Routed metal, one color a layer:
(1 px per µm)
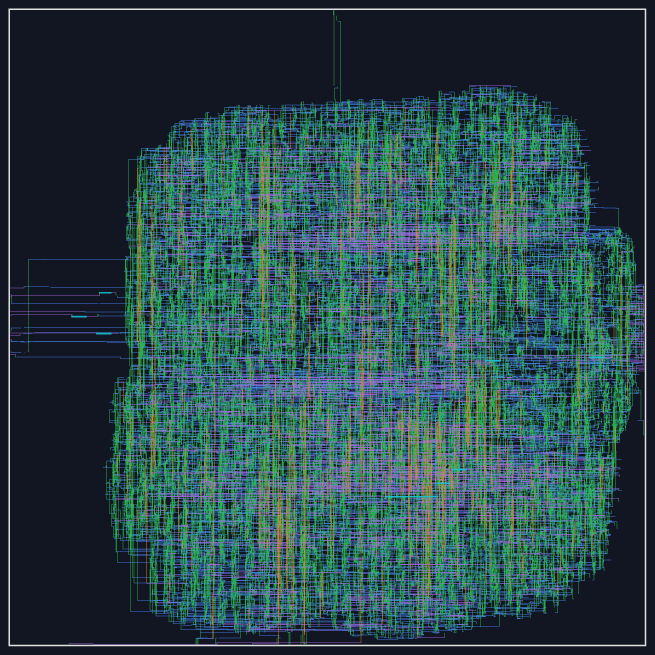
PDN straps and rails:
(0.5 px per µm) Pins as bars on the die edge.
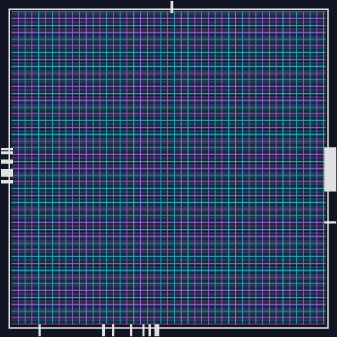
Routed clock nets over the placement:
(1 px per µm)
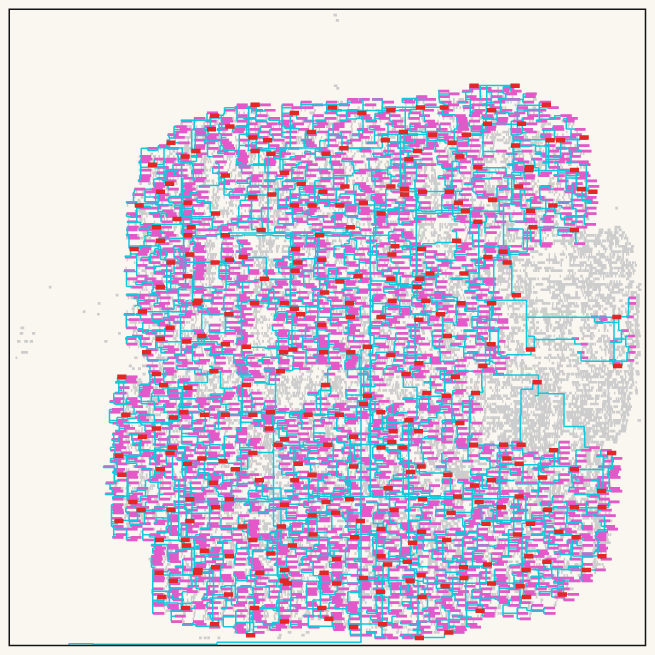
The clock network:
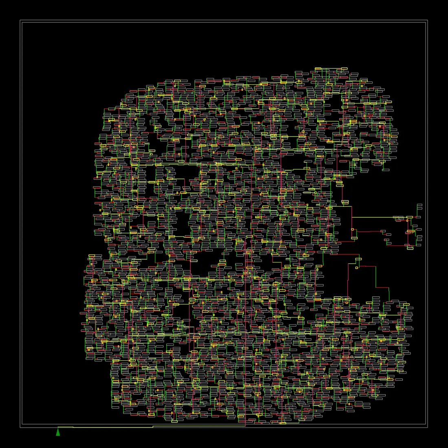
### src/rtl/span_renderer_if.sv
// Configuration bus for span_renderer: shadow-table writes, commit request and
// the pending flag returned by the renderer.
interface span_renderer_if #(
  parameter int NUM_LAYERS = 2,
  parameter int ROWS       = 8,
  parameter int SPANS      = 2,
  parameter int COORD_W    = 10
);
  localparam int LW = (NUM_LAYERS > 1) ? $clog2(NUM_LAYERS) : 1;
  localparam int RW = (ROWS > 1) ? $clog2(ROWS) : 1;
  localparam int SW = $clog2(2*SPANS+1);

  logic               cfg_we;
  logic [LW-1:0]      cfg_layer;
  logic [RW-1:0]      cfg_row;
  logic [SW-1:0]      cfg_slot;
  logic [COORD_W+7:0] cfg_data;
  logic               cfg_commit;
  logic               commit_pending;

  modport master (output cfg_we, cfg_layer, cfg_row, cfg_slot, cfg_data, cfg_commit,
                  input  commit_pending);
  modport slave  (input  cfg_we, cfg_layer, cfg_row, cfg_slot, cfg_data, cfg_commit,
                  output commit_pending);
endinterface

### src/rtl/span_renderer.sv
// Layered span renderer: per-layer band/edge walkers over an animated edge table,
// with a shadow table committed at frame start and a multi-mode frame counter.
// dir | meaning:  DIR_UP = ping-pong counting up,  DIR_DOWN = ping-pong counting down
module span_renderer #(
  parameter int NUM_LAYERS = 2,
  parameter int ROWS       = 8,
  parameter int SPANS      = 2,
  parameter int COORD_W    = 10,
  parameter int FRAME_W    = 9,
  parameter int COLOUR_W   = 6
) (
  input  logic                           clk,
  input  logic                           rst,
  input  logic                           next_frame,
  input  logic                           line_phase,
  input  logic [COORD_W-1:0]             x_pos,
  input  logic [COORD_W-1:0]             y_pos,
  input  logic                           frame_run,
  input  logic                           frame_clear,
  input  logic [1:0]                     frame_mode,
  span_renderer_if.slave                 cfg,
  input  logic [NUM_LAYERS*COLOUR_W-1:0] layer_colour,
  input  logic [COLOUR_W-1:0]            bg_colour,
  output logic [COLOUR_W-1:0]            colour,
  output logic [NUM_LAYERS-1:0]          layer_hit,
  output logic [FRAME_W-1:0]             frame
);
  localparam int RW    = (ROWS > 1) ? $clog2(ROWS) : 1;
  localparam int SLOTS = 2*SPANS + 1;
  localparam int SW    = $clog2(SLOTS);
  localparam int ENT_W = COORD_W + 8;
  localparam int PW    = COORD_W + 6;

  localparam logic [ENT_W-1:0]   ENT_OFF = {8'h00, {COORD_W{1'b1}}};
  localparam logic [SW-1:0]      E_MAX   = SW'(2*SPANS);
  localparam logic [RW-1:0]      B_MAX   = RW'(ROWS-1);
  localparam logic [FRAME_W-1:0] F_MAX   = '1;

  typedef enum logic {DIR_UP, DIR_DOWN} dir_t;
  dir_t dir;

  logic [ENT_W-1:0] shd_tbl [NUM_LAYERS][ROWS][SLOTS];
  logic [ENT_W-1:0] act_tbl [NUM_LAYERS][ROWS][SLOTS];
  logic [RW-1:0]    band [NUM_LAYERS];
  logic [SW-1:0]    eidx [NUM_LAYERS];
  logic [NUM_LAYERS-1:0] in_span, y_hit, x_hit;
  logic [COLOUR_W-1:0]   colour_nxt;
  logic pending, wr_ok;

  // Only the low COORD_W+1 bits of the shifted product matter (modular edge).
  function automatic logic edge_hit(input logic [ENT_W-1:0] ent,
                                    input logic [FRAME_W-1:0] fr,
                                    input logic [COORD_W-1:0] pos);
    logic signed [7:0]    vel;
    logic signed [PW-1:0] vel_x, fr_x, prod;
    logic [COORD_W:0]     off, edge_pos;
    vel      = ent[ENT_W-1 -: 8];
    vel_x    = PW'(vel);
    fr_x     = PW'({1'b0, fr});
    prod     = vel_x * fr_x;
    off      = (COORD_W+1)'(prod >>> 5);
    edge_pos = {1'b0, ent[COORD_W-1:0]} + off;
    return (ent[COORD_W-1:0] != {COORD_W{1'b1}}) && (edge_pos == {1'b0, pos});
  endfunction

  assign wr_ok = cfg.cfg_we && (cfg.cfg_slot < SW'(SLOTS));
  assign cfg.commit_pending = pending;

  always_comb begin
    y_hit = '0;
    x_hit = '0;
    for (int l = 0; l < NUM_LAYERS; l++) begin
      y_hit[l] = edge_hit(act_tbl[l][band[l]][0], frame, y_pos);
      if (eidx[l] != E_MAX)
        x_hit[l] = edge_hit(act_tbl[l][band[l]][eidx[l] + SW'(1)], frame, x_pos);
    end
  end

  always_comb begin
    colour_nxt = bg_colour;
    for (int l = NUM_LAYERS-1; l >= 0; l--)
      if (in_span[l]) colour_nxt = layer_colour[l*COLOUR_W +: COLOUR_W];
  end

  always_ff @(posedge clk) begin
    if (rst) begin
      frame <= '0;
      dir   <= DIR_UP;
    end else if (frame_clear) begin
      frame <= '0;
      dir   <= DIR_UP;
    end else if (next_frame && frame_run) begin
      case (frame_mode)
        2'd0: frame <= frame + FRAME_W'(1);
        2'd1: if (frame != F_MAX) frame <= frame + FRAME_W'(1);
        2'd2: begin
          if (dir == DIR_UP) begin
            if (frame == F_MAX) begin
              frame <= F_MAX - FRAME_W'(1);
              dir   <= DIR_DOWN;
            end else frame <= frame + FRAME_W'(1);
          end else begin
            if (frame == '0) begin
              frame <= FRAME_W'(1);
              dir   <= DIR_UP;
            end else frame <= frame - FRAME_W'(1);
          end
        end
        default: ;
      endcase
    end
  end

  // A write landing on the commit edge goes to both tables so the copy includes it.
  always_ff @(posedge clk) begin
    if (rst) begin
      pending <= 1'b0;
      for (int l = 0; l < NUM_LAYERS; l++)
        for (int r = 0; r < ROWS; r++)
          for (int s = 0; s < SLOTS; s++) begin
            shd_tbl[l][r][s] <= ENT_OFF;
            act_tbl[l][r][s] <= ENT_OFF;
          end
    end else begin
      if (wr_ok) shd_tbl[cfg.cfg_layer][cfg.cfg_row][cfg.cfg_slot] <= cfg.cfg_data;
      if (next_frame && pending) begin
        for (int l = 0; l < NUM_LAYERS; l++)
          for (int r = 0; r < ROWS; r++)
            for (int s = 0; s < SLOTS; s++)
              act_tbl[l][r][s] <= shd_tbl[l][r][s];
        if (wr_ok) act_tbl[cfg.cfg_layer][cfg.cfg_row][cfg.cfg_slot] <= cfg.cfg_data;
        pending <= 1'b0;
      end else if (cfg.cfg_commit) begin
        pending <= 1'b1;
      end
    end
  end

  always_ff @(posedge clk) begin
    if (rst) begin
      in_span   <= '0;
      colour    <= '0;
      layer_hit <= '0;
      for (int l = 0; l < NUM_LAYERS; l++) begin
        band[l] <= '0;
        eidx[l] <= '0;
      end
    end else begin
      colour    <= colour_nxt;
      layer_hit <= in_span;
      for (int l = 0; l < NUM_LAYERS; l++) begin
        if (next_frame) begin
          band[l]    <= '0;
          eidx[l]    <= '0;
          in_span[l] <= 1'b0;
        end else if (line_phase) begin
          eidx[l]    <= '0;
          in_span[l] <= 1'b0;
          if (y_hit[l] && band[l] != B_MAX) band[l] <= band[l] + RW'(1);
        end else if (x_hit[l]) begin
          eidx[l]    <= eidx[l] + SW'(1);
          in_span[l] <= ~in_span[l];
        end
      end
    end
  end
endmodule

### src/flat_wrapper.sv
// flat-port wrapper written by rule: the top's interface ports become plain ports
module span_renderer_flat 
#(
  parameter int NUM_LAYERS = 2,
  parameter int ROWS       = 8,
  parameter int SPANS      = 2,
  parameter int COORD_W    = 10,
  parameter int FRAME_W    = 9,
  parameter int COLOUR_W   = 6
)
  (clk, rst, next_frame, line_phase, x_pos, y_pos, frame_run, frame_clear, frame_mode, layer_colour, bg_colour, colour, layer_hit, frame, cfg_cfg_we, cfg_cfg_layer, cfg_cfg_row, cfg_cfg_slot, cfg_cfg_data, cfg_cfg_commit, cfg_commit_pending);
  span_renderer_if #(.NUM_LAYERS(NUM_LAYERS), .ROWS(ROWS), .SPANS(SPANS), .COORD_W(COORD_W)) cfg_i ();
  input  logic clk;
  input  logic rst;
  input  logic next_frame;
  input  logic line_phase;
  input  logic [COORD_W-1:0] x_pos;
  input  logic [COORD_W-1:0] y_pos;
  input  logic frame_run;
  input  logic frame_clear;
  input  logic [1:0] frame_mode;
  input  logic [NUM_LAYERS*COLOUR_W-1:0] layer_colour;
  input  logic [COLOUR_W-1:0] bg_colour;
  output logic [COLOUR_W-1:0] colour;
  output logic [NUM_LAYERS-1:0] layer_hit;
  output logic [FRAME_W-1:0] frame;
  input wire logic [$bits(cfg_i.cfg_we)-1:0] cfg_cfg_we;
  input wire logic [$bits(cfg_i.cfg_layer)-1:0] cfg_cfg_layer;
  input wire logic [$bits(cfg_i.cfg_row)-1:0] cfg_cfg_row;
  input wire logic [$bits(cfg_i.cfg_slot)-1:0] cfg_cfg_slot;
  input wire logic [$bits(cfg_i.cfg_data)-1:0] cfg_cfg_data;
  input wire logic [$bits(cfg_i.cfg_commit)-1:0] cfg_cfg_commit;
  output wire logic [$bits(cfg_i.commit_pending)-1:0] cfg_commit_pending;
  assign cfg_i.cfg_we = cfg_cfg_we;
  assign cfg_i.cfg_layer = cfg_cfg_layer;
  assign cfg_i.cfg_row = cfg_cfg_row;
  assign cfg_i.cfg_slot = cfg_cfg_slot;
  assign cfg_i.cfg_data = cfg_cfg_data;
  assign cfg_i.cfg_commit = cfg_cfg_commit;
  assign cfg_commit_pending = cfg_i.commit_pending;
  span_renderer #(.NUM_LAYERS(NUM_LAYERS), .ROWS(ROWS), .SPANS(SPANS), .COORD_W(COORD_W), .FRAME_W(FRAME_W), .COLOUR_W(COLOUR_W)) u_core (.clk(clk), .rst(rst), .next_frame(next_frame), .line_phase(line_phase), .x_pos(x_pos), .y_pos(y_pos), .frame_run(frame_run), .frame_clear(frame_clear), .frame_mode(frame_mode), .cfg(cfg_i), .layer_colour(layer_colour), .bg_colour(bg_colour), .colour(colour), .layer_hit(layer_hit), .frame(frame));
endmodule
### config.mk
export PLATFORM = sky130hd
export DESIGN_NAME = span_renderer_flat
export DESIGN_NICKNAME = d
export VERILOG_FILES = /design/src/rtl/span_renderer_if.sv /design/src/rtl/span_renderer.sv /design/src/flat_wrapper.sv
export SDC_FILE = /design/constraint.sdc
export NUM_CORES = 2
export LEC_CHECK = 0
export ABC_AREA = 1
export CORE_MARGIN = 3
export CORE_UTILIZATION = 35
export DETAILED_ROUTE_END_ITERATION = 7
export SYNTH_ARGS = -nofsm -noshare
export SYNTH_HDL_FRONTEND = slang
export SYNTH_SLANG_ARGS = --single-unit
### constraint.sdc
create_clock -name clk -period 7.3 [get_ports clk]
set_input_delay 1.825 -clock clk [delete_from_list [all_inputs] [get_ports clk]]
set_output_delay 1.825 -clock clk [all_outputs]
set_load 0.05 [all_outputs]
==> GITHUB_STEP_SUMMARY <==
### Flow metrics

| Metric | Value |
|---|---|
| Pre-CTS setup slack | `-0.4457 ns` |
| Final nets | `roughly 14000` |
| CTS tree | `yes` |
| Yosys warns | `0` |
| IO Port Bufs | `90` |
| DP Cell Count | `approximately 18000` |
| Antenna-violating nets left | `0` |
| Number of enable flip-flop cells | `2892` |
| Final hold violations | `0` |
| Hold path start | `u_core.in_span[0]` |
| Netlist cell types | `55` |
| Synthesized instance count | `about 13000` |
| Minimum clock period | `7.388 ns` |
| Initial Util | `a little over a third` |
| YS chip area | `0.1383 mm²` |
| CP endpoint | `u_core.eidx[0][0]` |
| Power Density | `251.7 mW/mm²` |
| Max_slew headroom | `between 10% and 20%` |
| VDD IR max | `180.2 µV` |
| Total gr overflow | `0` |
| Count leader, synth | `edfxtp_1` |
| Final Wtd Congestion | `a little under 1` |
| Mapped Area | `0.1383 mm²` |
| Fill cell instance count of the final layout | `between 30000 and 40000` |
| RR Startpoint | `u_core.band[0][0]` |
| Ys flops | `between 2000 and 3000` |
| Final worst slack | `-0.08752 ns` |
| Asr flop ratio synth | `0%` |
| Ys cells | `13260` |
| Post-Route WL | `483800 µm` |
| DIE AREA | `0.4029 mm²` |
| Slowest stage delay, CP | `~0.56 ns` |
| Outcome | `finished with violations` |
| Synth area leaders | `edfxtp_1, o21ai_0, nand2_1` |
| Largest net degree at the start of global routing | `roughly 170` |
| Pleak | `0.05584 µW` |
| Max-slew violations | `0` |
| Via Count | `104800` |
| Post-DP HPWL | `310400 µm` |
| Critical Path RT | `between 7 and 8 ns` |
| Clock network fraction of total power | `38.4%` |
| DRC violations left | `0` |
| Switching pwr | `10640 µW` |
| R2r setup slk | `-0.09 ns` |
| Pint | `29980 µW` |
| Post-Syn Nets | `13700` |
| Starting DRT DRC Count | `15650` |
| DR vias/cell | `approximately 5.5` |
| Setup crit end kind | `register` |
| Failing checks | `setup timing` |
| I/O pin cnt | `91` |
| WHS Path Cells | `2` |
| CTS Sinks | `2913` |
| Comb pwr share | `about an eighth` |
| Post-synth top cells | `edfxtp_1, nand2_1, o21ai_0` |
| Hold Crit Class | `register to register` |
| Crit path from | `u_core.band[0][0]` |
| H-tree level count | `5` |
| Seq pwr share | `about half` |
| Die span in y | `between 600 and 700 µm` |
| Final setup viols | `14` |
| Clk pin slew, worst setup/hold paths | `around 0.06 ns` |
| Antenna violations before repair | `approximately 45` |
| Max Cap Viol | `0` |
| Worst Hold End | `u_core.in_span[0]` |
| Clk_lat worst skew | `0.94 ns` |
| Finished Layout Cells | `19040` |
| Main flop type | `edfxtp_1` |
| CP Class | `register to register` |
| Wire length of the first global-routing pass | `685800 µm` |
| Total power | `40620 µW` |
| Syn_area_per_cell | `roughly 10 µm²` |
| Layout cell share with drive strength beyond 1 | `13.37%` |
| Synth Seq Share | `~63%` |
| Drt pass-1 iters | `8` |
| Largest area contributor in the netlist | `edfxtp_1` |
| Slowest CP cell | `fa_1` |
| Core area | `0.3931 mm²` |
| Sw Share | `about a quarter` |
| Critical Path AT | `8.03 ns` |
| Final Skew | `roughly 0.053 ns` |
| RSZ-0062 raised after global routing | `true` |
| Crit share post-route | `101.2%` |
| Worst slew pin tran | `1.307 ns` |
| Vias in the first global route | `approximately 97000` |
Back to the opening pictures, 'routed metal, one color a layer':
| color | layer | wire length |
|---|---|---|
| green | met2 | 217 mm |
| purple | met3 | 55.9 mm |
| orange | met4 | 19500 µm |
| blue | met1 | 191 mm |
| cyan | met5 | 143 µm |

Back to the opening pictures, 'PDN straps and rails':
| color | net |
|---|---|
| cyan | VDD |
| purple | VSS |
met5 straps: 46
rows: 230
met4 straps: 46
signal pins: 91

Back to the opening pictures, 'routed clock nets over the placement':
[red] cells driving clock nets | count: 316
[cyan] clock wires | length: 36.7 mm
[magenta] flip-flops | count: 2913
routed clock nets: 317

Back to the opening pictures, 'the clock network':
Clk. pwr: 15600 µW
registers: 2913

==> flip-flops by register name (all words and copies together) (netlist names), 2 cells and up <==
register,count
u_core.act_tbl,1440
u_core.band,6
u_core.in_span,2
u_core.frame,9
u_core.eidx,6
u_core.shd_tbl,1440
u_core.layer_hit,2
u_core.colour,6
==> repair_timing <==
action	in CTS	in global routing
resized	173	378
setup buffers	28	69
setup endpoints to repair	26	26
cloned	8	8
pin swaps	63	160
endpoints found under the hold margin	0	0
==> power groups by stage <==
stage | sequential, µW | combinational (µW) | clock (µW)
after floorplan | 20000 | 2590 | 0
after global placement | 20100 | 4650 | 0
after detailed placement | 20100 | 4670 | 0
after CTS | 19800 | 4840 | 15700
after global routing | 19800 | 5610 | 16400
final | 19800 | 5230 | 15600
==> cells in the final DEF (no fill, tap or decap), drive strengths merged, types with 21 or more instances in the layout <==
| master | netlist | routed |
|---|---|---|
| inv | 917 | 944 |
| o22ai | 55 | 55 |
| clkinv | 36 | 161 |
| clkbuf | 718 | 400 |
| clkdlybuf4s50 | 0 | 79 |
| nor2 | 1743 | 1743 |
| o211ai | 80 | 80 |
| buf | 333 | 935 |
| nor3 | 189 | 189 |
| edfxtp | 2892 | 2892 |
| dfxtp | 21 | 21 |
| o21ai | 2036 | 2036 |
| ha | 196 | 196 |
| fa | 172 | 172 |
| o221ai | 123 | 123 |
| a21oi | 289 | 289 |
| xor2 | 55 | 55 |
| xnor2 | 42 | 42 |
| nand2 | 2015 | 2015 |
| nand3 | 1226 | 1226 |
==> metal layers <==
metal,vias to the layer above,GRT usage [%],routed length (µm)
met5,-,0,142
met4,16,8.720,19530
met3,911,5.122,55900
met2,5980,36.16,217400
met1,51280,31.77,190800
li1,46570,-,-
==> through the flow <==
step                utilization (%)  hold slack, ns  area (µm²)
global route                  41.03          0.5166      161300
finish                        41.04          0.4704      161300
detailed placement            37.73          0.4583      148300
CTS                           40.48          0.4692      159100
global placement              37.73          0.4569      148300
floorplan                         -          0.4471      138400
==> final cells by class <==
| class | instances | area [µm²] | share of cell area [%] |
|---|---|---|---|
| timing repair inverter | 5 | 118.9 | 0.07367 |
| clock inverter | 171 | 1559 | 0.9663 |
| inverter | 953 | 3750 | 2.324 |
| sequential | 2913 | 87260 | 54.09 |
| antenna | 20 | 50.05 | 0.03102 |
| timing repair buffer | 1024 | 9294 | 5.760 |
| tap | 5220 | 6531 | 4.048 |
| multi-input combinational | 8338 | 44520 | 27.59 |
| clock buffer | 392 | 8257 | 5.117 |
==> cell families (layout without fill, tap and decap cells) <==
| kind of cell | Yosys count | in the layout | share of synthesized area, % |
|---|---|---|---|
| DFF | 2913 | 2913 | 63.08 |
| buffers and inverters | 2004 | 2545 | 6.100 |
| and+or+nand+nor | 5229 | 5229 | 15.70 |
| xor gates and xnor gates | 97 | 97 | 0.6141 |
| adders and majority gates | 368 | 368 | 4.261 |
| other | 0 | 20 | 0 |
| AOI/OAI and AO/OA | 2644 | 2644 | 10.25 |
==> worst max-delay path: cells and delay by family, from the launching register on <==
kind                       cells  cell delay (ns)
and+or+nand+nor                8             0.93
adders and majority gates      6             2.63
AOI/OAI and AO/OA             10             1.47
xor gates and xnor gates       3             0.49
DFF                            1             0.41
buffers and inverters          9             1.10
No activity file was given, so power comes from the tool's default toggle rates.
